==> run_1/wires.png <==
Scale: 2 px per um.
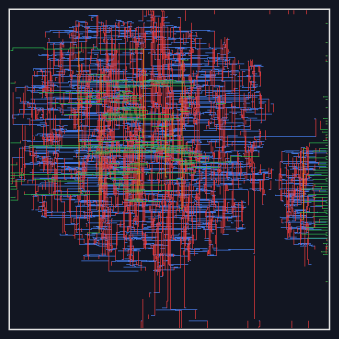
==> run_1/io_fan.png <==
Scale: 3 px per um.
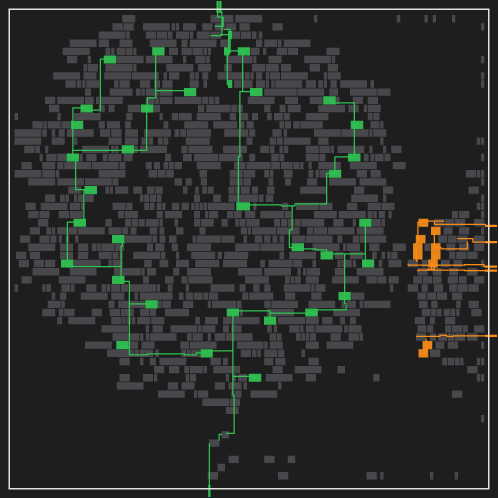
==> run_1/sizes.png <==
Scale: 2 px per um.
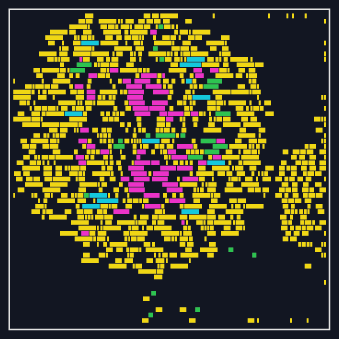
==> src/rtl/hazard_scoreboard_if.sv <==
// Bundle between the ID/EX pipeline and hazard_scoreboard: ID issue info, EX forwarding
// requests, writer tags from MEM/WB/long-latency, and stall/forward-select results.
interface hazard_scoreboard_if #(
    parameter int REG_AW = 5,
    parameter int LAT_W  = 3
);
    logic              id_valid;
    logic [REG_AW-1:0] id_rs, id_rt, id_rd;
    logic              id_needs_rs, id_needs_rt, id_regw;
    logic [LAT_W-1:0]  id_lat;
    logic              flush, ex_stall_in;
    logic [REG_AW-1:0] ex_rs, ex_rt;
    logic              ex_wants_rs, ex_wants_rt;
    logic [REG_AW-1:0] mem_rd, wb_rd, lw_rd;
    logic              mem_regw, wb_regw, lw_regw;
    logic [1:0]        ex_fwd_rs_sel, ex_fwd_rt_sel;
    logic              id_stall, if_stall;
    logic [31:0]       stall_cycles;

    modport master (
        output id_valid, id_rs, id_rt, id_rd, id_needs_rs, id_needs_rt, id_regw, id_lat,
               flush, ex_stall_in, ex_rs, ex_rt, ex_wants_rs, ex_wants_rt,
               mem_rd, wb_rd, lw_rd, mem_regw, wb_regw, lw_regw,
        input  ex_fwd_rs_sel, ex_fwd_rt_sel, id_stall, if_stall, stall_cycles
    );

    modport slave (
        input  id_valid, id_rs, id_rt, id_rd, id_needs_rs, id_needs_rt, id_regw, id_lat,
               flush, ex_stall_in, ex_rs, ex_rt, ex_wants_rs, ex_wants_rt,
               mem_rd, wb_rd, lw_rd, mem_regw, wb_regw, lw_regw,
        output ex_fwd_rs_sel, ex_fwd_rt_sel, id_stall, if_stall, stall_cycles
    );
endinterface

==> src/rtl/hazard_scoreboard.sv <==
// Per-register pending-write countdowns drive the ID stall; EX forwarding selects from MEM/WB/LW.
// Optional stall-cycle performance counter enabled by defining HAZ_PERF_CNT_EN.
module hz_pend_cnt #(
    parameter int LAT_W = 3
) (
    input  logic             clk,
    input  logic             rst,
    input  logic             load,
    input  logic [LAT_W-1:0] load_val,
    output logic [LAT_W-1:0] cnt
);
    // Issue wins over the decrement; an idle counter sits at zero.
    always_ff @(posedge clk or posedge rst) begin
        if (rst)                 cnt <= '0;
        else if (load)           cnt <= load_val;
        else if (cnt != '0)      cnt <= cnt - LAT_W'(1);
    end
endmodule

module hazard_scoreboard #(
    parameter int NUM_REGS = 32,
    parameter int REG_AW   = 5,
    parameter int LAT_W    = 3
) (
    input  logic clk,
    input  logic rst,
    hazard_scoreboard_if.slave bus
);
    logic [NUM_REGS-1:0][LAT_W-1:0] pend_cnt;
    logic rs_hz, rt_hz, waw_hz, id_fire, issue;

    assign rs_hz  = bus.id_needs_rs && (bus.id_rs != '0) && (pend_cnt[bus.id_rs] != '0);
    assign rt_hz  = bus.id_needs_rt && (bus.id_rt != '0) && (pend_cnt[bus.id_rt] != '0);
    // A newer write must not land before an older, longer-latency write to the same register.
    assign waw_hz = bus.id_regw && (bus.id_rd != '0) && (pend_cnt[bus.id_rd] > bus.id_lat);

    assign bus.id_stall = (bus.id_valid && (rs_hz || rt_hz || waw_hz)) || bus.ex_stall_in;
    assign bus.if_stall = bus.id_stall;

    assign id_fire = bus.id_valid && !bus.id_stall && !bus.flush;
    assign issue   = id_fire && bus.id_regw && (bus.id_lat != '0);

    assign pend_cnt[0] = '0;

    generate
        for (genvar r = 1; r < NUM_REGS; r++) begin : g_reg
            hz_pend_cnt #(.LAT_W(LAT_W)) u_cnt (
                .clk      (clk),
                .rst      (rst),
                .load     (issue && (bus.id_rd == REG_AW'(r))),
                .load_val (bus.id_lat),
                .cnt      (pend_cnt[r])
            );
        end
    endgenerate

    function automatic logic [1:0] fwd_sel(
        input logic              want,
        input logic [REG_AW-1:0] src,
        input logic              m_w, input logic [REG_AW-1:0] m_rd,
        input logic              w_w, input logic [REG_AW-1:0] w_rd,
        input logic              l_w, input logic [REG_AW-1:0] l_rd
    );
        if (!want || src == '0)       return 2'b00;
        if (m_w && m_rd == src)       return 2'b01;
        if (w_w && w_rd == src)       return 2'b10;
        if (l_w && l_rd == src)       return 2'b11;
        return 2'b00;
    endfunction

    assign bus.ex_fwd_rs_sel = fwd_sel(bus.ex_wants_rs, bus.ex_rs,
                                       bus.mem_regw, bus.mem_rd, bus.wb_regw, bus.wb_rd,
                                       bus.lw_regw, bus.lw_rd);
    assign bus.ex_fwd_rt_sel = fwd_sel(bus.ex_wants_rt, bus.ex_rt,
                                       bus.mem_regw, bus.mem_rd, bus.wb_regw, bus.wb_rd,
                                       bus.lw_regw, bus.lw_rd);

`ifdef HAZ_PERF_CNT_EN
    logic [31:0] stall_cnt_q;

    // Counts only hazard-induced stalls; downstream back-pressure is excluded.
    always_ff @(posedge clk or posedge rst) begin
        if (rst)
            stall_cnt_q <= '0;
        else if (bus.id_valid && bus.id_stall && !bus.ex_stall_in && stall_cnt_q != 32'hFFFF_FFFF)
            stall_cnt_q <= stall_cnt_q + 32'd1;
    end

    assign bus.stall_cycles = stall_cnt_q;
`else
    assign bus.stall_cycles = 32'd0;
`endif
endmodule

==> src/flat_wrapper.sv <==
// flat-port wrapper written by rule: the top's interface ports become plain ports
module hazard_scoreboard_flat 
#(
    parameter int NUM_REGS = 32,
    parameter int REG_AW   = 5,
    parameter int LAT_W    = 3
)
  (clk, rst, bus_id_valid, bus_id_rs, bus_id_rt, bus_id_rd, bus_id_needs_rs, bus_id_needs_rt, bus_id_regw, bus_id_lat, bus_flush, bus_ex_stall_in, bus_ex_rs, bus_ex_rt, bus_ex_wants_rs, bus_ex_wants_rt, bus_mem_rd, bus_wb_rd, bus_lw_rd, bus_mem_regw, bus_wb_regw, bus_lw_regw, bus_ex_fwd_rs_sel, bus_ex_fwd_rt_sel, bus_id_stall, bus_if_stall, bus_stall_cycles);
  hazard_scoreboard_if #(.REG_AW(REG_AW), .LAT_W(LAT_W)) bus_i ();
  input  logic clk;
  input  logic rst;
  input wire logic [$bits(bus_i.id_valid)-1:0] bus_id_valid;
  input wire logic [$bits(bus_i.id_rs)-1:0] bus_id_rs;
  input wire logic [$bits(bus_i.id_rt)-1:0] bus_id_rt;
  input wire logic [$bits(bus_i.id_rd)-1:0] bus_id_rd;
  input wire logic [$bits(bus_i.id_needs_rs)-1:0] bus_id_needs_rs;
  input wire logic [$bits(bus_i.id_needs_rt)-1:0] bus_id_needs_rt;
  input wire logic [$bits(bus_i.id_regw)-1:0] bus_id_regw;
  input wire logic [$bits(bus_i.id_lat)-1:0] bus_id_lat;
  input wire logic [$bits(bus_i.flush)-1:0] bus_flush;
  input wire logic [$bits(bus_i.ex_stall_in)-1:0] bus_ex_stall_in;
  input wire logic [$bits(bus_i.ex_rs)-1:0] bus_ex_rs;
  input wire logic [$bits(bus_i.ex_rt)-1:0] bus_ex_rt;
  input wire logic [$bits(bus_i.ex_wants_rs)-1:0] bus_ex_wants_rs;
  input wire logic [$bits(bus_i.ex_wants_rt)-1:0] bus_ex_wants_rt;
  input wire logic [$bits(bus_i.mem_rd)-1:0] bus_mem_rd;
  input wire logic [$bits(bus_i.wb_rd)-1:0] bus_wb_rd;
  input wire logic [$bits(bus_i.lw_rd)-1:0] bus_lw_rd;
  input wire logic [$bits(bus_i.mem_regw)-1:0] bus_mem_regw;
  input wire logic [$bits(bus_i.wb_regw)-1:0] bus_wb_regw;
  input wire logic [$bits(bus_i.lw_regw)-1:0] bus_lw_regw;
  output wire logic [$bits(bus_i.ex_fwd_rs_sel)-1:0] bus_ex_fwd_rs_sel;
  output wire logic [$bits(bus_i.ex_fwd_rt_sel)-1:0] bus_ex_fwd_rt_sel;
  output wire logic [$bits(bus_i.id_stall)-1:0] bus_id_stall;
  output wire logic [$bits(bus_i.if_stall)-1:0] bus_if_stall;
  output wire logic [$bits(bus_i.stall_cycles)-1:0] bus_stall_cycles;
  assign bus_i.id_valid = bus_id_valid;
  assign bus_i.id_rs = bus_id_rs;
  assign bus_i.id_rt = bus_id_rt;
  assign bus_i.id_rd = bus_id_rd;
  assign bus_i.id_needs_rs = bus_id_needs_rs;
  assign bus_i.id_needs_rt = bus_id_needs_rt;
  assign bus_i.id_regw = bus_id_regw;
  assign bus_i.id_lat = bus_id_lat;
  assign bus_i.flush = bus_flush;
  assign bus_i.ex_stall_in = bus_ex_stall_in;
  assign bus_i.ex_rs = bus_ex_rs;
  assign bus_i.ex_rt = bus_ex_rt;
  assign bus_i.ex_wants_rs = bus_ex_wants_rs;
  assign bus_i.ex_wants_rt = bus_ex_wants_rt;
  assign bus_i.mem_rd = bus_mem_rd;
  assign bus_i.wb_rd = bus_wb_rd;
  assign bus_i.lw_rd = bus_lw_rd;
  assign bus_i.mem_regw = bus_mem_regw;
  assign bus_i.wb_regw = bus_wb_regw;
  assign bus_i.lw_regw = bus_lw_regw;
  assign bus_ex_fwd_rs_sel = bus_i.ex_fwd_rs_sel;
  assign bus_ex_fwd_rt_sel = bus_i.ex_fwd_rt_sel;
  assign bus_id_stall = bus_i.id_stall;
  assign bus_if_stall = bus_i.if_stall;
  assign bus_stall_cycles = bus_i.stall_cycles;
  hazard_scoreboard #(.NUM_REGS(NUM_REGS), .REG_AW(REG_AW), .LAT_W(LAT_W)) u_core (.clk(clk), .rst(rst), .bus(bus_i));
endmodule
==> config.mk <==
export PLATFORM = sky130hd
export DESIGN_NAME = hazard_scoreboard_flat
export DESIGN_NICKNAME = d
export VERILOG_FILES = /design/src/rtl/hazard_scoreboard_if.sv /design/src/rtl/hazard_scoreboard.sv /design/src/flat_wrapper.sv
export SDC_FILE = /design/constraint.sdc
export NUM_CORES = 1
export LEC_CHECK = 0
export CORE_UTILIZATION = 35
export CTS_CLUSTER_SIZE = 20
export DETAILED_ROUTE_END_ITERATION = 8
export HOLD_SLACK_MARGIN = 0.06
export PLACE_DENSITY = 0.64
export SETUP_SLACK_MARGIN = 0.3
export SKIP_CTS_REPAIR_TIMING = 1
export SYNTH_ARGS = -nofsm -noshare
export SYNTH_HDL_FRONTEND = slang
export SYNTH_SLANG_ARGS = --single-unit
export TNS_END_PERCENT = 1
==> constraint.sdc <==
create_clock -name clk -period 11.97 [get_ports clk]
set_clock_uncertainty 0.15 [all_clocks]
set_input_delay 1.7955 -clock clk [delete_from_list [all_inputs] [get_ports clk]]
set_output_delay 1.7955 -clock clk [all_outputs]
set_load 0.01 [all_outputs]
==> impl_metrics.env, run 1 <==
# flow metrics
export IMPL_final_hold_viol_count=0
export IMPL_synth_distinct_cells=53
export IMPL_power_switching_uw=885
export IMPL_ff2ff_setup_slack_ns=7.57
export IMPL_power_static_leakage_uw=0.00459
export IMPL_wl_met2_um=10200
export IMPL_drcViolationCount=0
export IMPL_vias=6734
export IMPL_path_clk_slew_ns=0.06
export IMPL_grt_overflow=0
export IMPL_finalInstanceArea_mm2=0.00978
export IMPL_status="complete, no violations"
export IMPL_fin_util_pct=40.2
export IMPL_async_flop_share_pct=100
export IMPL_crit_path_end_kind="output port"
export IMPL_max_vdd_ir_drop_mv=0.113
export IMPL_dp_hpwl_um=16800
export IMPL_cts_buffer_depth=2
export IMPL_regToRegEndpoint="u_core.g_reg[25].u_cnt.cnt[0]"
export IMPL_gp_congestion=0.884
export IMPL_nets=1036
export IMPL_min_period_ns=7.93
export IMPL_synthTopCellsByCount="94 x mux2i_1, 93 x dfrtp_1, 69 x inv_1"
export IMPL_seq_power_share_pct=34.7
Back to the opening pictures, wires.png:
colour	layer	wire length
orange	metal 4	403 um
blue	metal 1	9980 um
green	metal 3	1710 um
red	metal 2	10200 um

Back to the opening pictures, io_fan.png:
colour	port	direction	end cells	wire
green	bus_id_lat	input	35	662 um
orange	bus_mem_rd	input	10	157 um

Back to the opening pictures, sizes.png:
colour	size	cells	share
cyan	_6 and larger	12	1.3%
magenta	_2 cells	63	6.8%
yellow	_0 and _1 cells	822	89%
green	_3 and _4 cells	23	2.5%

==> run 1: layout make-up <==
type | count | share of cell area, %
Timing Repair Buffer | 71 | 6.96
Multi-Input combinational cell | 671 | 59.2
Inverter | 69 | 2.67
Sequential cell | 93 | 23.8
Clock inverter | 6 | 0.883
Tap cell | 324 | 4.15
Clock buffer | 10 | 2.34
==> run 1: worst max-delay path, cell delays in order <==
cell,delay [ns]
clkdlybuf4s50_1,0.45
buf_4,0.36
mux4_2,0.56
mux4_2,0.49
mux2_2,0.28
ha_1,0.28
and3_1,0.18
a2111oi_0,0.64
a2111oi_4,0.12
nand3_1,0.24
clkdlybuf4s50_1,0.57
==> run 1: power by group through the flow <==
stage	Clock, uW	Sequential, uW	Combinational [uW]
after detailed placement	0	724	1060
final	312	730	1060
after global placement	0	726	1020
after floorplan	0	620	894
after global routing	329	750	1220
after CTS	318	719	1070
==> run 1: layer usage <==
layer | vias to the layer above | track usage [%]
li1 | 3170 | -
met3 | 29 | 3.93
met1 | 3275 | 24.0
met5 | - | 0
met4 | 0 | 5.94
met2 | 260 | 29.0
==> run 1: layout by cell type (no fill, tap or decap), types with 7 or more instances in the layout <==
| cell type | n |
|---|---|
| mux2_1 | 29 |
| xnor2_1 | 37 |
| mux4_2 | 32 |
| nor4_1 | 25 |
| ha_1 | 65 |
| o21ai_0 | 39 |
| conb_1 | 32 |
| inv_1 | 68 |
| dfrtp_1 | 93 |
| nand4_2 | 20 |
| nor2_1 | 40 |
| clkbuf_16 | 9 |
| mux2i_1 | 94 |
| and3_1 | 37 |
| buf_4 | 10 |
| a21oi_1 | 13 |
| xor2_1 | 24 |
| a211oi_1 | 8 |
| nor2b_1 | 7 |
| nand2_1 | 41 |
| nand2b_1 | 34 |
| clkdlybuf4s50_1 | 60 |
| nor3_1 | 27 |
| nand4_4 | 9 |
==> run 2, diff against run 1 <==
Clock period 11.97 ns to 8 ns, I/O delays scaled along.
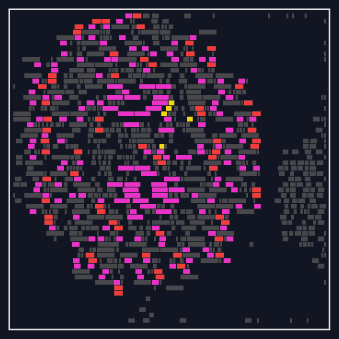
(run_2/logic_types.png)
Scale: 2 px per um.
colour	family	cells
magenta	mux cells	160
yellow	non-inverting ao/oa cells	5
red	fa/ha/maj cells	65

==> run 2 against run 1 <==
Effect of this change:
- global-route usage is 0.79 points higher
- sequential share of layout area hardly changed
- clock power is 56% higher
- critical endpoint unchanged
- largest power group unchanged
- highest routed layer unchanged
==> impl_metrics.env, run 2 <==
# flow metrics
export IMPL_status="complete, no violations"
export IMPL_seq_power_uw=1090
export IMPL_cts_buffer_depth=2
export IMPL_grt_overflow=0
export IMPL_crit_path_end_kind="output port"
export IMPL_seq_power_share_pct=34.3
export IMPL_drcViolationCount=0
export IMPL_layout_top_cells="94 x mux2i_1, 93 x dfrtp_1, 68 x inv_1"
export IMPL_max_vdd_ir_drop_mv=0.148
export IMPL_fin_util_pct=40.3
export IMPL_slowest_delay_ns=0.67
export IMPL_crit_slowest_cell="a2111oi_0"
export IMPL_gp_congestion=0.913
export IMPL_regToRegEndpoint="u_core.g_reg[23].u_cnt.cnt[0]"
export IMPL_comb_power_uw=1600
export IMPL_vias=6747
export IMPL_power_switching_uw=1340
export IMPL_cp_cell_sequence="clkdlybuf4s50_1, buf_4, mux2_2, a22o_1, mux4_2, mux2_2, ha_1, and3_1, a2111oi_0, a2111oi_4, nand3_1, clkdlybuf4s50_1"
export IMPL_synthTopCellsByCount="94 x mux2i_1, 93 x dfrtp_1, 69 x inv_1"
export IMPL_synth_distinct_cells=53
export IMPL_power_top_consumer="combinational logic"
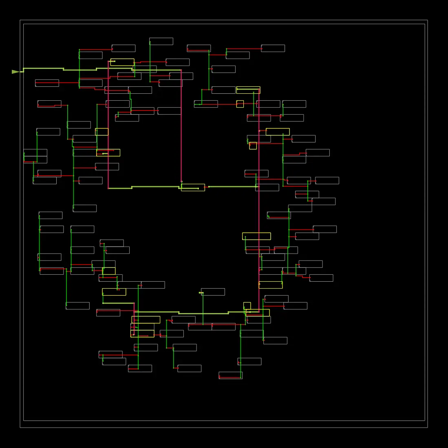
(run_2/clocks.png)
# clk buffers: 11
Flops: 93
number of CTS-inserted buffers: 9

## run 2: area by class of cell
class,instances,area [um2]
fillers,2347,14500
multi-input cells,671,5790
flip-flops and latches,93,2330
repair buffers,70,673
well taps,324,405
inverters,69,262
clock buffers,11,253
clock inverters,5,82.6
## run 2: how the worst max path moves through the flow
stage | from | endpoint
4_1_cts | bus_id_rd[1] | bus_if_stall
5_1_grt | bus_id_rd[1] | bus_if_stall
3_5_place_dp | bus_id_rd[1] | bus_if_stall
3_3_place_gp | bus_id_rd[1] | bus_if_stall
2_1_floorplan | bus_id_rd[1] | bus_if_stall
6_report | bus_id_rd[1] | bus_if_stall
## run 2: metal layers
metal	track usage [%]	vias to the layer above	wire length [um]
met5	0	-	0
met4	7.04	0	616
met3	4.14	47	1590
met2	30.6	258	10700
met1	24.4	3286	10100
li1	-	3156	-
## run 2: through the flow
stage	instances	total power, uW	hold WS, ns	cell area [um2]
after floorplan	906	2270	0.429	8780
after global placement	1227	2610	0.492	9460
after detailed placement	1227	2680	0.498	9460
after CTS	1243	3180	0.516	9800
after global routing	1243	3470	0.559	9800
final	1243	3180	0.523	9800
## run 2: kinds of logic after synthesis
family                   after synthesis  share of synthesized area, %
other                                  1                        0.0433
adder cells (fa/ha/maj)               65                          9.39
flip-flops                            93                          26.9
XOR/XNOR                              61                          6.17
AND/OR/NAND/NOR                      268                          19.8
buffers and inverters                142                          7.86
multiplexers                         160                          23.6
AND-OR/OR-AND                         85                          6.27
## run 2: critical path, delay by kind of cell
kind,cells,cell delay (ns)
and+or+nand+nor,2,0.46
muxes,3,1.12
buffers and inverters,3,1.41
AOI/OAI and AO/OA,3,0.97
adders and majority gates,1,0.28
No activity file was given, so power comes from the tool's default toggle rates.
